$ cat src/rtl/usb_rx_decoder.sv
// usb_rx_decoder: full-speed USB receive front end.
// Recovers bit timing, NRZI-decodes, unstuffs, and frames SYNC/EOP for the CRC checkers.
module usb_rx_decoder #(
    parameter int CLKS_PER_BIT = 4,
    parameter int SAMPLE_POINT = CLKS_PER_BIT / 2
) (
    input  logic clk,
    input  logic n_rst,
    input  logic dp_in,
    input  logic dm_in,
    output logic bit_out,
    output logic shift,
    output logic packet_start,
    output logic eop,
    output logic rx_err,
    output logic receiving
);
    localparam int CW = $clog2(CLKS_PER_BIT);
    localparam logic [CW-1:0] LAST = CW'(CLKS_PER_BIT - 1);
    localparam logic [CW-1:0] SAMPLE = CW'(SAMPLE_POINT);

    typedef enum logic [2:0] {IDLE, SYNC, DATA, EOP, ERROR} state_t;

    state_t state;
    logic [1:0] dp_sync, dm_sync;
    logic dp_prev, last_dp, j_seen;
    logic [CW-1:0] phase;
    logic [2:0] zero_count, ones_count;
    logic [1:0] se0_count;
    logic dp, dm, edge_det, strobe, se0, k, dec;

    assign dp = dp_sync[1];
    assign dm = dm_sync[1];
    assign edge_det = dp != dp_prev;
    assign strobe = (phase == SAMPLE) && !edge_det;
    assign se0 = !dp && !dm;
    assign k = !dp && dm;
    // IDLE decodes against an implied J so the first K of SYNC reads as 0
    assign dec = dp == ((state == IDLE) ? 1'b1 : last_dp);
    assign receiving = (state == SYNC) || (state == DATA) || (state == EOP);

    always_ff @(posedge clk or negedge n_rst) begin
        if (!n_rst) begin
            dp_sync <= 2'b11;
            dm_sync <= 2'b00;
            dp_prev <= 1'b1;
            last_dp <= 1'b1;
            phase <= '0;
            state <= IDLE;
            zero_count <= '0;
            ones_count <= '0;
            se0_count <= '0;
            j_seen <= 1'b0;
            bit_out <= 1'b0;
            shift <= 1'b0;
            packet_start <= 1'b0;
            eop <= 1'b0;
            rx_err <= 1'b0;
        end else begin
            dp_sync <= {dp_sync[0], dp_in};
            dm_sync <= {dm_sync[0], dm_in};
            dp_prev <= dp;
            phase <= edge_det ? CW'(1) : (phase == LAST) ? '0 : phase + 1'b1;
            shift <= 1'b0;
            packet_start <= 1'b0;
            eop <= 1'b0;
            rx_err <= 1'b0;
            if (strobe) begin
                last_dp <= dp;
                case (state)
                    IDLE: if (k) begin
                        state <= SYNC;
                        zero_count <= 3'd1;
                    end
                    SYNC: if (se0) begin
                        rx_err <= 1'b1;
                        state <= ERROR;
                    end else if (!dec) begin
                        if (zero_count == 3'd7) state <= IDLE;
                        else zero_count <= zero_count + 3'd1;
                    end else if (zero_count == 3'd7) begin
                        packet_start <= 1'b1;
                        state <= DATA;
                        ones_count <= 3'd1;
                    end else state <= IDLE;
                    DATA: if (se0) begin
                        state <= EOP;
                        se0_count <= 2'd1;
                    end else if (ones_count == 3'd6) begin
                        if (dec) begin
                            rx_err <= 1'b1;
                            state <= ERROR;
                        end else ones_count <= '0;
                    end else begin
                        bit_out <= dec;
                        shift <= 1'b1;
                        ones_count <= dec ? ones_count + 3'd1 : '0;
                    end
                    EOP: if (se0) begin
                        if (se0_count == 2'd3) begin
                            rx_err <= 1'b1;
                            state <= ERROR;
                        end else se0_count <= se0_count + 2'd1;
                    end else if (dp) begin
                        eop <= 1'b1;
                        state <= IDLE;
                    end else begin
                        rx_err <= 1'b1;
                        state <= ERROR;
                    end
                    // j_seen self-clears on exit, so entry never needs to reset it
                    ERROR: begin
                        j_seen <= dp && !j_seen;
                        if (dp && j_seen) state <= IDLE;
                    end
                    default: state <= IDLE;
                endcase
            end
        end
    end
endmodule

$ cat config.mk
export PLATFORM = sky130hd
export DESIGN_NAME = usb_rx_decoder
export DESIGN_NICKNAME = d
export VERILOG_FILES = /design/src/rtl/usb_rx_decoder.sv
export SDC_FILE = /design/constraint.sdc
export NUM_CORES = 1
export LEC_CHECK = 0
export ABC_CLOCK_PERIOD_IN_PS = 2300
export CAP_MARGIN = 20
export CORE_MARGIN = 2
export CORE_UTILIZATION = 55
export CTS_BUF_LIST = sky130_fd_sc_hd__clkbuf_8
export DETAILED_ROUTE_END_ITERATION = 8
export HOLD_SLACK_MARGIN = 0.12
export PLACE_DENSITY = 0.74
export SETUP_SLACK_MARGIN = 0.05
export SLEW_MARGIN = 20
export SYNTH_ARGS = -nofsm -noshare
export SYNTH_HDL_FRONTEND = slang
export SYNTH_SLANG_ARGS = --single-unit
$ cat constraint.sdc
create_clock -name clk -period 2.3 [get_ports clk]
set_input_delay 0.23 -clock clk [delete_from_list [all_inputs] [get_ports clk]]
set_output_delay 0.23 -clock clk [all_outputs]
set_load 0.01 [all_outputs]
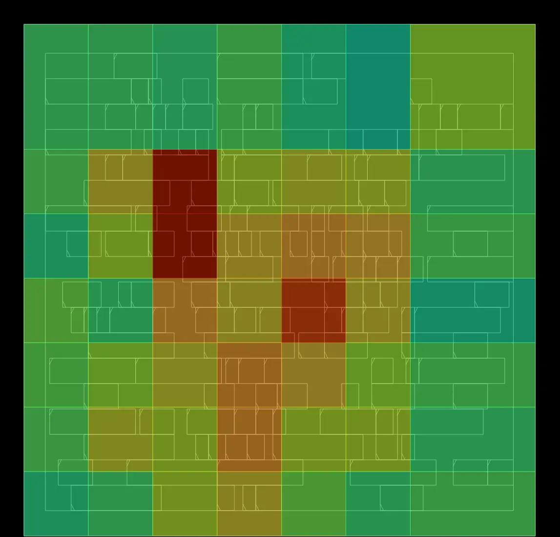
Fig. 1. Routing congestion.
utilization after layout: 0.6534
GR Util met1: 0.2741
All-Layer GR Usage: 0.2135
fraction of met2 tracks used by global routing: 0.3353
Routed WL per cell: 14.81 um

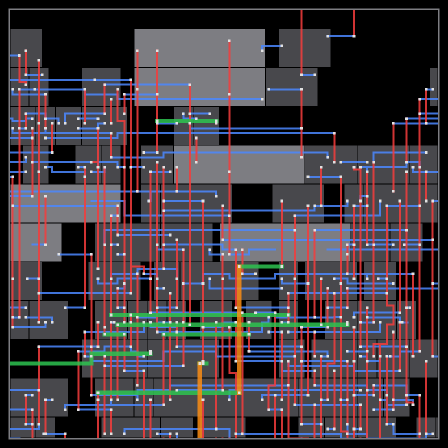
Fig. 2. A small window of the routed layout.
Region (12, 23) to (42, 53) um. Cells in grey, sequential cells in the stronger grey; small squares are vias.
legend:
  metal 2:
    colour: red
  metal 4:
    colour: orange
  metal 1:
    colour: blue
  metal 3:
    colour: green
sequential cells in the window: 5
netlist names of flops here include: state (2)
most frequent: nand2_1 (6)
cells with their middle in the window: 72

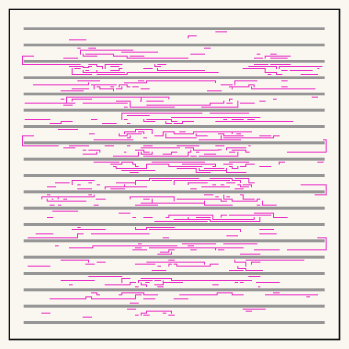
Fig. 3. Signal wires on met1.
Scale: 6 px per um. Supply wires on this layer in grey.
nets with wire on the layer: 141
share of all routed wire: 45%
longest straight run: 17.0 um
main direction: horizontal
wire length on this layer: 1,190 um

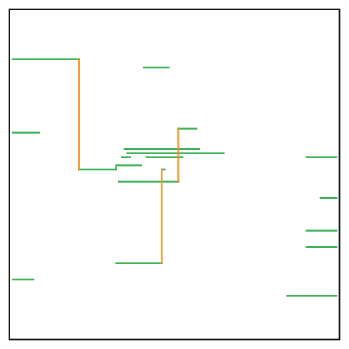
Fig. 4. Wiring by layer.
Scale: 6 px per um. Only two layers are drawn.
legend:
  metal 3:
    colour: green
    wire_length: 116 um
  metal 4:
    colour: orange
    wire_length: 42.8 um

==> results_slide.txt <==
Flow Results at a Glance

Drt
  • Number of vias in the routed layout: 1,045
  • DR DRC count: 0
  • Count of TritonRoute iterations in the first routing pass: 4
  • Detailed router's first-iteration violation count: 23
  • Number of nets with antenna violations after routing: 0
  • Final wirelength: roughly 2600 um
  • Vias per cell: 5.871

Timing
  • Max-Slew Margin vs Limit: 0.6907
  • Cycle use final: 0.9244
  • Hold violation count in the final report: 0
  • Time the final worst path needs with I/O delays and setup: 2.126 ns
  • Maximum clock skew at final layout: 0.0009760 ns
  • Setup-violating endpoint count in the final report: 0
  • Maximum operating frequency: around 470 MHz
  • Aggregate negative setup slack: 0 ns
  • Actual slew at the worst max-slew pin: 0.4631 ns
  • Final Slew Violations: 0
  • Unrepaired setup endpoints after global routing: no

Finish
  • Number of diodes: 0
  • Net count of the finished layout: approximately 160
  • Share of post-route cells with drive strength above 1: 0.1824
  • Filler cells: ~200
  • Most frequent cells in the layout: dfrtp_1, nand2_1, nor2_1, clkdlybuf4s50_1, o21ai_0
  • Area delta synth->final: 13.05%
  • Most used logic cell in the final layout: dfrtp_1

Hold path
  • Worst min path class: input pin to asynchronous set/reset pin

Job
  • Log Warnings: 28
  • Max_cap viols: 0

Run status
  • Status: finished, final reports clean

Logic synthesis
  • Share of async-settable or async-resettable flops after synthesis: 1.000
  • #FFs+latches synth: 25
  • Synthesized netlist cell count: 135
  • Most numerous cell types in the synthesized netlist: dfrtp_1, nand2_1, nor2_1
  • Yosys synthesis warning count: 0
  • Library cell occupying the most area in the post-synthesis netlist: dfrtp_1
  • Floorplan Nets: 146
  • Cell with the most instances after synthesis: dfrtp_1
  • Chip area line of the yosys report: approximately 1400 um^2
  • Top flip-flop cell by instance count after synthesis: dfrtp_1
  • Number of cells in the yosys synthesis report: roughly 140
  • Area leader share: 0.3704
  • Post-synthesis sequential area ratio: 0.4444
  • Count of flip-flops with a built-in enable after synthesis: 0
  • Mapped Area: 1419 um^2
  • Biggest area cells: dfrtp_1, dfstp_2, ha_1
  • Avg Cell Area, Syn: between 10 and 15 um^2
  • Number of distinct library cell variants in the gate-level netlist after synthesis: 48

Die
  • Chip Area: 3002 um^2
  • Number of core rows: 18
  • Die span in y: 54.79 um
  • Horiz. Die Dim: between 50 and 60 um
  • Core utilization before placement: 0.5780
  • Count of boundary I/O pins: 10
  • Core footprint: 2455 um^2

Critical path
  • Crit path DAT: 2.27 ns
  • Beginning of the critical path: state[0]
  • Slack of the worst reg-to-reg path: 0.17 ns
  • Terminus of the critical flop-to-flop path: zero_count[0]
  • Critical path launch point type: register
  • Crit path max fanout: 11
  • Worst endpoint required time: 2.45 ns
  • End point of the critical path: zero_count[0]
  • Worst setup EP type: register
  • Cell depth of the worst flop-to-flop path: 5
  • Launching point of the worst reg2reg path: state[0]
  • Setup CP Type: register to register

Clocking
  • Clk ins delay skew pair: 0.26 ns
  • CTS max path bufs: 2
  • Post-CTS Hold Fix Bufs: 0
  • Total setup buffers inserted after CTS: 0
  • Clock Sinks: 25
  • CTS tree: built
  • Post-CTS resize count: 0
  • Clock buffers created by TritonCTS: 3
  • Clock root buffer: clkbuf_8
  • H-tree lvl count: 1
  • Clock edge transition at the registers on the reported setup and hold paths: 0.08 ns

GRT
  • Remaining Overflow, GRT: 0
  • Global-route wire length before repair: 4457 um
  • Via count of the first global-routing pass: 1,001
  • Initial antenna violation count: 0
  • Largest net degree at the start of global routing: 26

Pwr
  • Worst ir drop on vdd: 0.6775 mV
  • Static Leak: 0.6757 nW
  • Pwr per Cell Area: 757.1 nW/um^2

Place
  • Number of buffers inserted by port buffering: 9
  • Weighted congestion at the end of routability-driven global placement: approximately 0.9
  • Post-detail-place hpwl: 2032 um
==> power by group <==
part | internal [mW] | switching (mW)
clock network | 0.119 | 0.125
registers | 0.495 | 0.0771
logic | 0.182 | 0.216
==> worst min path at each step <==
stage               cells after the start  startpoint    endpoint
CTS                                     2       n_rst    phase[0]
floorplan                               0       n_rst     bit_out
global route                            1       dp_in  dp_sync[0]
global placement                        0  dm_sync[0]  dm_sync[1]
finish                                  2       n_rst    phase[0]
detailed placement                      0  dm_sync[0]  dm_sync[1]
==> cell families (layout without fill, tap and decap cells) <==
group           count (synthesis)  in the layout  synth area share
xor+xnor                        2              2           0.01764
simple gates                   53             53            0.2231
mux                             6              6           0.04673
compound gates                 30             30            0.1702
flops                          25             25            0.4444
fa+ha+maj                       7              7           0.06173
buf+inv                        12             25           0.03616
==> state kept, by name, summed over array words and instances, names as in the netlist <==
register and flops:
phase 2, ones_count 3, bit_out 1, dp_prev 1, j_seen 1, eop 1, shift 1, se0_count 2
zero_count 3, state 3, packet_start 1, dp_sync 2, last_dp 1, dm_sync 2, rx_err 1
==> per-stage QoR <==
step	hold WS [ns]	std cells	power, mW	area, um^2	setup WS (ns)
6_report	0.3172	178	1.214	1604	0.1739
5_1_grt	0.3612	178	1.298	1604	0.05607
4_1_cts	0.3210	178	1.226	1604	0.1704
3_5_place_dp	0.3413	174	0.9750	1559	0.1992
3_3_place_gp	0.3378	174	0.9594	1559	0.2458
2_1_floorplan	-0.06559	135	0.8671	1419	0.3241
==> critical path: stages (launching register included) <==
cell      delay [ns]
dfrtp_1         0.55
or3_4           0.45
a221oi_4        0.29
and2b_4         0.22
o21a_2          0.17
mux2_1          0.33
==> cell type report <==
| cell class | count | area, um^2 | area share |
|---|---|---|---|
| inverters | 7 | 26.28 | 0.01638 |
| clock buffers | 3 | 41.29 | 0.02574 |
| clock inverters | 1 | 3.754 | 0.002340 |
| multi-input cells | 98 | 737.0 | 0.4594 |
| flip-flops and latches | 25 | 630.6 | 0.3931 |
| well taps | 30 | 37.54 | 0.02340 |
| repair buffers | 14 | 127.6 | 0.07956 |
==> metal layers <==
| metal | track usage | part of all wire | vias up |
|---|---|---|---|
| li1 | - | - | 509 |
| met1 | 0.2741 | 0.45 | 505 |
| met2 | 0.3353 | 0.49 | 25 |
| met3 | 0.04645 | 0.044 | 6 |
| met4 | 0.1083 | 0.016 | 0 |
| met5 | 0 | 0 | - |
Power and IR drop assume default switching activity.
